Fig. 1: run 1, congestion heat map
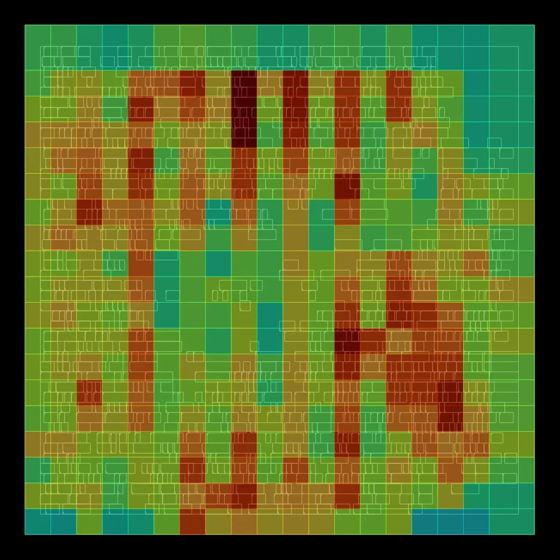
Fig. 2: run 1, sequential cells grouped by signal name
The bar under the picture is 50 um long. Other sequential cells in the stronger gray, the rest of the logic in the fainter gray.
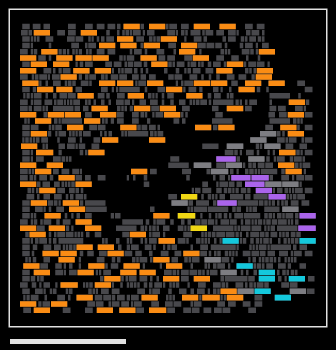
Fig. 3: run 1, the metal 2 layer
The bar under the picture is 50 um long.
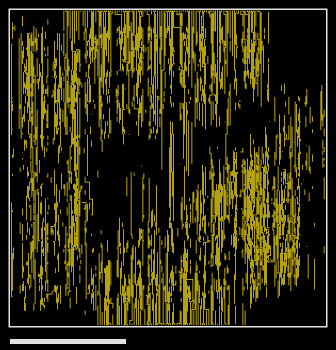
Fig. 4: run 1, signal wires on met3
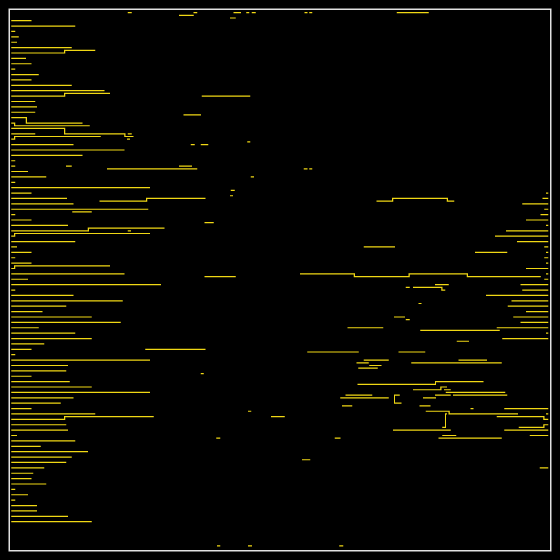
File: config.mk
export PLATFORM = sky130hd
export DESIGN_NAME = bias_loader
export DESIGN_NICKNAME = d
export VERILOG_FILES = /design/src/rtl/bias_loader.sv
export SDC_FILE = /design/constraint.sdc
export NUM_CORES = 1
export LEC_CHECK = 0
export ABC_AREA = 1
export CAP_MARGIN = 20
export CORE_MARGIN = 4
export CORE_UTILIZATION = 37
export DETAILED_ROUTE_END_ITERATION = 8
export GPL_TIMING_DRIVEN = 0
export PLACE_DENSITY = 0.76
export RECOVER_POWER = 50
export SLEW_MARGIN = 20
export SYNTH_ARGS = -nofsm -noshare
export SYNTH_HDL_FRONTEND = slang
export SYNTH_SLANG_ARGS = --single-unit
File: constraint.sdc
create_clock -name clk -period 1.8 [get_ports clk]
set_clock_uncertainty 0.15 [all_clocks]
set_input_delay 0.36 -clock clk [delete_from_list [all_inputs] [get_ports clk]]
set_output_delay 0.36 -clock clk [all_outputs]
set_load 0.005 [all_outputs]
File: src/rtl/bias_loader.sv
// rtl/bias_loader.sv - write-side front end for the per-layer bias buffer
//
// Accepts 128-bit bias beats from the DMA stream, pulses a one-cycle store
// clear before each load, and forwards accepted beats as a sequential
// wr_en/wr_data write stream (two beats per 8-channel group).
//
// Ports:
//   clk, rst            clock, synchronous active-high reset
//   start, num_groups   load request and group count (sampled when busy=0)
//   s_axis_*            incoming bias beats (tdata/tvalid/tlast/tready)
//   store_clr           one-cycle buffer write-pointer reset
//   wr_en, wr_data      buffer write stream
//   busy, done          load in progress / one-cycle completion pulse
//   loaded_groups       complete groups written by the last load
//   err_cfg, err_early_last, err_no_last   sticky framing/config errors
//   checksum            (only with BIAS_LOADER_CHECKSUM_EN) lane sum mod 2^32
//
// Optional feature macro: BIAS_LOADER_CHECKSUM_EN

module bias_loader #(
    parameter int MAX_DEPTH   = 256,
    parameter int GROUP_WIDTH = $clog2(MAX_DEPTH/2) + 1
) (
    input  logic                   clk,
    input  logic                   rst,
    input  logic                   start,
    input  logic [GROUP_WIDTH-1:0] num_groups,
    input  logic [127:0]           s_axis_tdata,
    input  logic                   s_axis_tvalid,
    input  logic                   s_axis_tlast,
    output logic                   s_axis_tready,
    output logic                   store_clr,
    output logic                   wr_en,
    output logic [127:0]           wr_data,
    output logic                   busy,
    output logic                   done,
    output logic [GROUP_WIDTH-1:0] loaded_groups,
    output logic                   err_cfg,
    output logic                   err_early_last,
    output logic                   err_no_last
`ifdef BIAS_LOADER_CHECKSUM_EN
    ,
    output logic [31:0]            checksum
`endif
);

    localparam int                     CNT_WIDTH  = GROUP_WIDTH + 1;
    localparam logic [GROUP_WIDTH-1:0] MAX_GROUPS = GROUP_WIDTH'(MAX_DEPTH / 2);

    typedef enum logic [2:0] {
        S_IDLE,
        S_CLEAR,
        S_LOAD,
        S_FLUSH,
        S_DONE
    } state_t;

    state_t                 state;
    logic [GROUP_WIDTH-1:0] groups_r;
    logic [CNT_WIDTH-1:0]   beat_cnt;
    logic [CNT_WIDTH-1:0]   beat_target;
    logic [CNT_WIDTH-1:0]   beat_next;
    logic                   handshake;
    logic                   final_beat;
    logic                   cfg_bad;
    logic                   start_ok;

    // Two beats per group, so the target is simply the group count shifted.
    assign beat_target = {groups_r, 1'b0};
    assign beat_next   = beat_cnt + CNT_WIDTH'(1);
    assign handshake   = s_axis_tvalid & s_axis_tready;
    assign final_beat  = (beat_next == beat_target);
    assign cfg_bad     = (num_groups == '0) || (num_groups > MAX_GROUPS);

    // busy is low in both IDLE and DONE, so a start is accepted in either.
    assign start_ok    = start && ((state == S_IDLE) || (state == S_DONE));

    always_ff @(posedge clk) begin
        if (rst) begin
            state          <= S_IDLE;
            groups_r       <= '0;
            beat_cnt       <= '0;
            s_axis_tready  <= 1'b0;
            store_clr      <= 1'b0;
            wr_en          <= 1'b0;
            wr_data        <= '0;
            busy           <= 1'b0;
            done           <= 1'b0;
            loaded_groups  <= '0;
            err_cfg        <= 1'b0;
            err_early_last <= 1'b0;
            err_no_last    <= 1'b0;
        end else begin
            // Pulse outputs default low every cycle.
            done      <= 1'b0;
            store_clr <= 1'b0;
            wr_en     <= 1'b0;

            case (state)
                S_IDLE, S_DONE: begin
                    state <= S_IDLE;
                    if (start_ok) begin
                        err_cfg        <= cfg_bad;
                        err_early_last <= 1'b0;
                        err_no_last    <= 1'b0;
                        if (cfg_bad) begin
                            // Rejected load still completes so the controller
                            // never waits forever on a bad configuration.
                            done          <= 1'b1;
                            loaded_groups <= '0;
                        end else begin
                            groups_r  <= num_groups;
                            beat_cnt  <= '0;
                            store_clr <= 1'b1;
                            busy      <= 1'b1;
                            state     <= S_CLEAR;
                        end
                    end
                end

                S_CLEAR: begin
                    s_axis_tready <= 1'b1;
                    state         <= S_LOAD;
                end

                S_LOAD: begin
                    if (handshake) begin
                        wr_en    <= 1'b1;
                        wr_data  <= s_axis_tdata;
                        beat_cnt <= beat_next;
                        if (final_beat) begin
                            err_no_last   <= ~s_axis_tlast;
                            s_axis_tready <= 1'b0;
                            state         <= S_FLUSH;
                        end else if (s_axis_tlast) begin
                            // Short frame: the beat is written, load ends here.
                            err_early_last <= 1'b1;
                            s_axis_tready  <= 1'b0;
                            state          <= S_FLUSH;
                        end
                    end
                end

                S_FLUSH: begin
                    busy          <= 1'b0;
                    done          <= 1'b1;
                    // An odd trailing beat is written but not counted as a group.
                    loaded_groups <= beat_cnt[CNT_WIDTH-1:1];
                    state         <= S_DONE;
                end

                default: begin
                    state <= S_IDLE;
                end
            endcase
        end
    end

`ifdef BIAS_LOADER_CHECKSUM_EN
    always_ff @(posedge clk) begin
        if (rst) begin
            checksum <= '0;
        end else if (start_ok) begin
            checksum <= '0;
        end else if (handshake) begin
            checksum <= checksum + s_axis_tdata[31:0] + s_axis_tdata[63:32]
                                 + s_axis_tdata[95:64] + s_axis_tdata[127:96];
        end
    end
`endif

endmodule
==> out/results.ini, run 1 <==
[run]
warnings=28

[timing]
layout_setup_ws_ns=-0.0567
finalSetupViolations=4

[logic_synthesis]
yosys-stat-cells=798
top_cell=nor2_1
yosys.area_share.xor_xnor_pct=0.555
synth-async-reset-ratio_pct=0
flop_cell=dfxtp_1

[pwr]
pwr-share-comb_pct=11.8
power_frac_seq_pct=45.1

[outcome]
outcome=finished with violations
violations=negative setup slack

[worst_hold_path]
hold_depth=3

[critical_path]
slowest_delay_ns=0.37
path_depth=13
cp_cell_sequence=ha_4 > nand2_4 > nor2_4 > nand2_1 > nand2_2 > nand3_2 > nand3_2 > nor2_4 > nand3_2 > nand2_2 > nand2_1 > nand2_1 > a21oi_1
startpoint_type=register

[route]
wl_met1_mm=8.33
drt_iter0_drc=323
wl_per_cell_um=16.8

[floorplanning]
die_h_um=136

## Picture notes: Fig. 1
final core occ: 63.6%
gr usage total: 22.6%

## Picture notes: Fig. 2
Purple stands for beat_cnt, sequential cells 9, where middle right. Orange stands for wr_data, sequential cells 128, where all over the die. Cyan stands for groups_r, sequential cells 8, where lower right. Yellow stands for state, sequential cells 3.
Another 16 sequential cells are not colored.
flop share of the area: 32.5%
flip-flop and latch power: 3800 uW
Storage cell area: 3310 sq um

## Picture notes: Fig. 3
1059 nets have wire on it. The wires run mostly vertical. The layer carries 11600 um of wire. The layer holds 51% of the routed length.
M2 GR Usage: 40.5%
Via Count: 6587
Detailed Route WL: 22.5 mm

## Picture notes: Fig. 4
The wires run mostly horizontal. The layer carries 1930 um of wire.
GRT met3 Usage: 8.73%

==> run 2: changes to the inputs <==
--- a/config.mk
+++ b/config.mk
@@ -9,6 +9,7 @@
 export CAP_MARGIN = 20
 export CORE_MARGIN = 4
 export CORE_UTILIZATION = 37
+export CTS_CLUSTER_SIZE = 40
 export DETAILED_ROUTE_END_ITERATION = 8
 export GPL_TIMING_DRIVEN = 0
 export PLACE_DENSITY = 0.76
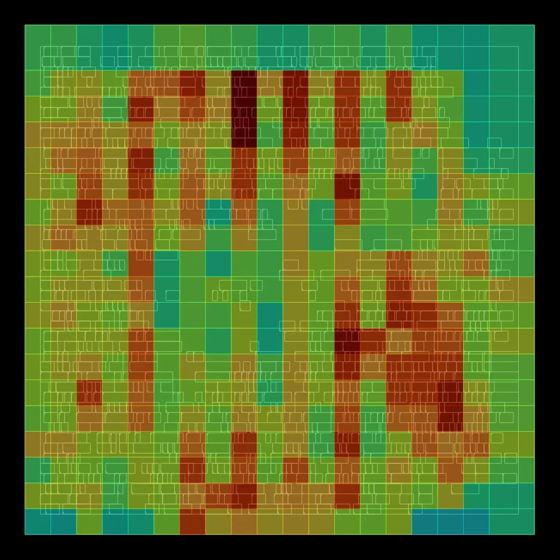
Fig. 5. Congestion heat map (run 2).
WL per Instance: 16.8 um
GR peak layer: met2
GR Layer Usage met1: 24.2%

==> out/results.ini, run 2 <==
[clock_network]
clock_latency_ns=0.41

[critical_path]
path_max_fanout=4
path_depth=13
crit_end=s_axis_tready
slowest_delay_ns=0.37
cp_cell_sequence=ha_4 > nand2_4 > nor2_4 > nand2_1 > nand2_2 > nand3_2 > nand3_2 > nor2_4 > nand3_2 > nand2_2 > nand2_1 > nand2_1 > a21oi_1
worst_r2r_endpoint=s_axis_tready

[placed_design]
placed_area_sq_um=9200

[pwr]
power_frac_seq_pct=45.1
p_comb_uw=992
swShare_pct=24.9
p_seq_uw=3800

[outcome]
violations=negative setup slack
outcome=finished with violations

[grt]
grt_pass1_wl_mm=32.7
use_met2_pct=40.5
use_met3_pct=8.73
grt_usage_pct=22.6

[run]
drv_cap=0
warnings=28

[logic_synthesis]
yosys.area_share.xor_xnor_pct=0.555
ys_chip_area_sq_um=6090
top_cell=nor2_1
synth-async-reset-ratio_pct=0
flop_cell=dfxtp_1
synth_nets=940

[timing]
finalSetupViolations=4
layout_setup_ws_ns=-0.0567

[final_layout]
final_util_pct=63.6
seq_share_pct=32.5
seq_area_sq_um=3310

[route]
drt_iter0_drc=323
totalWireLength_mm=22.5

[floorplanning]
die_h_um=136

[worst_hold_path]
hold_depth=3

Power figures rest on the tool's default switching activity, not on a simulated workload.
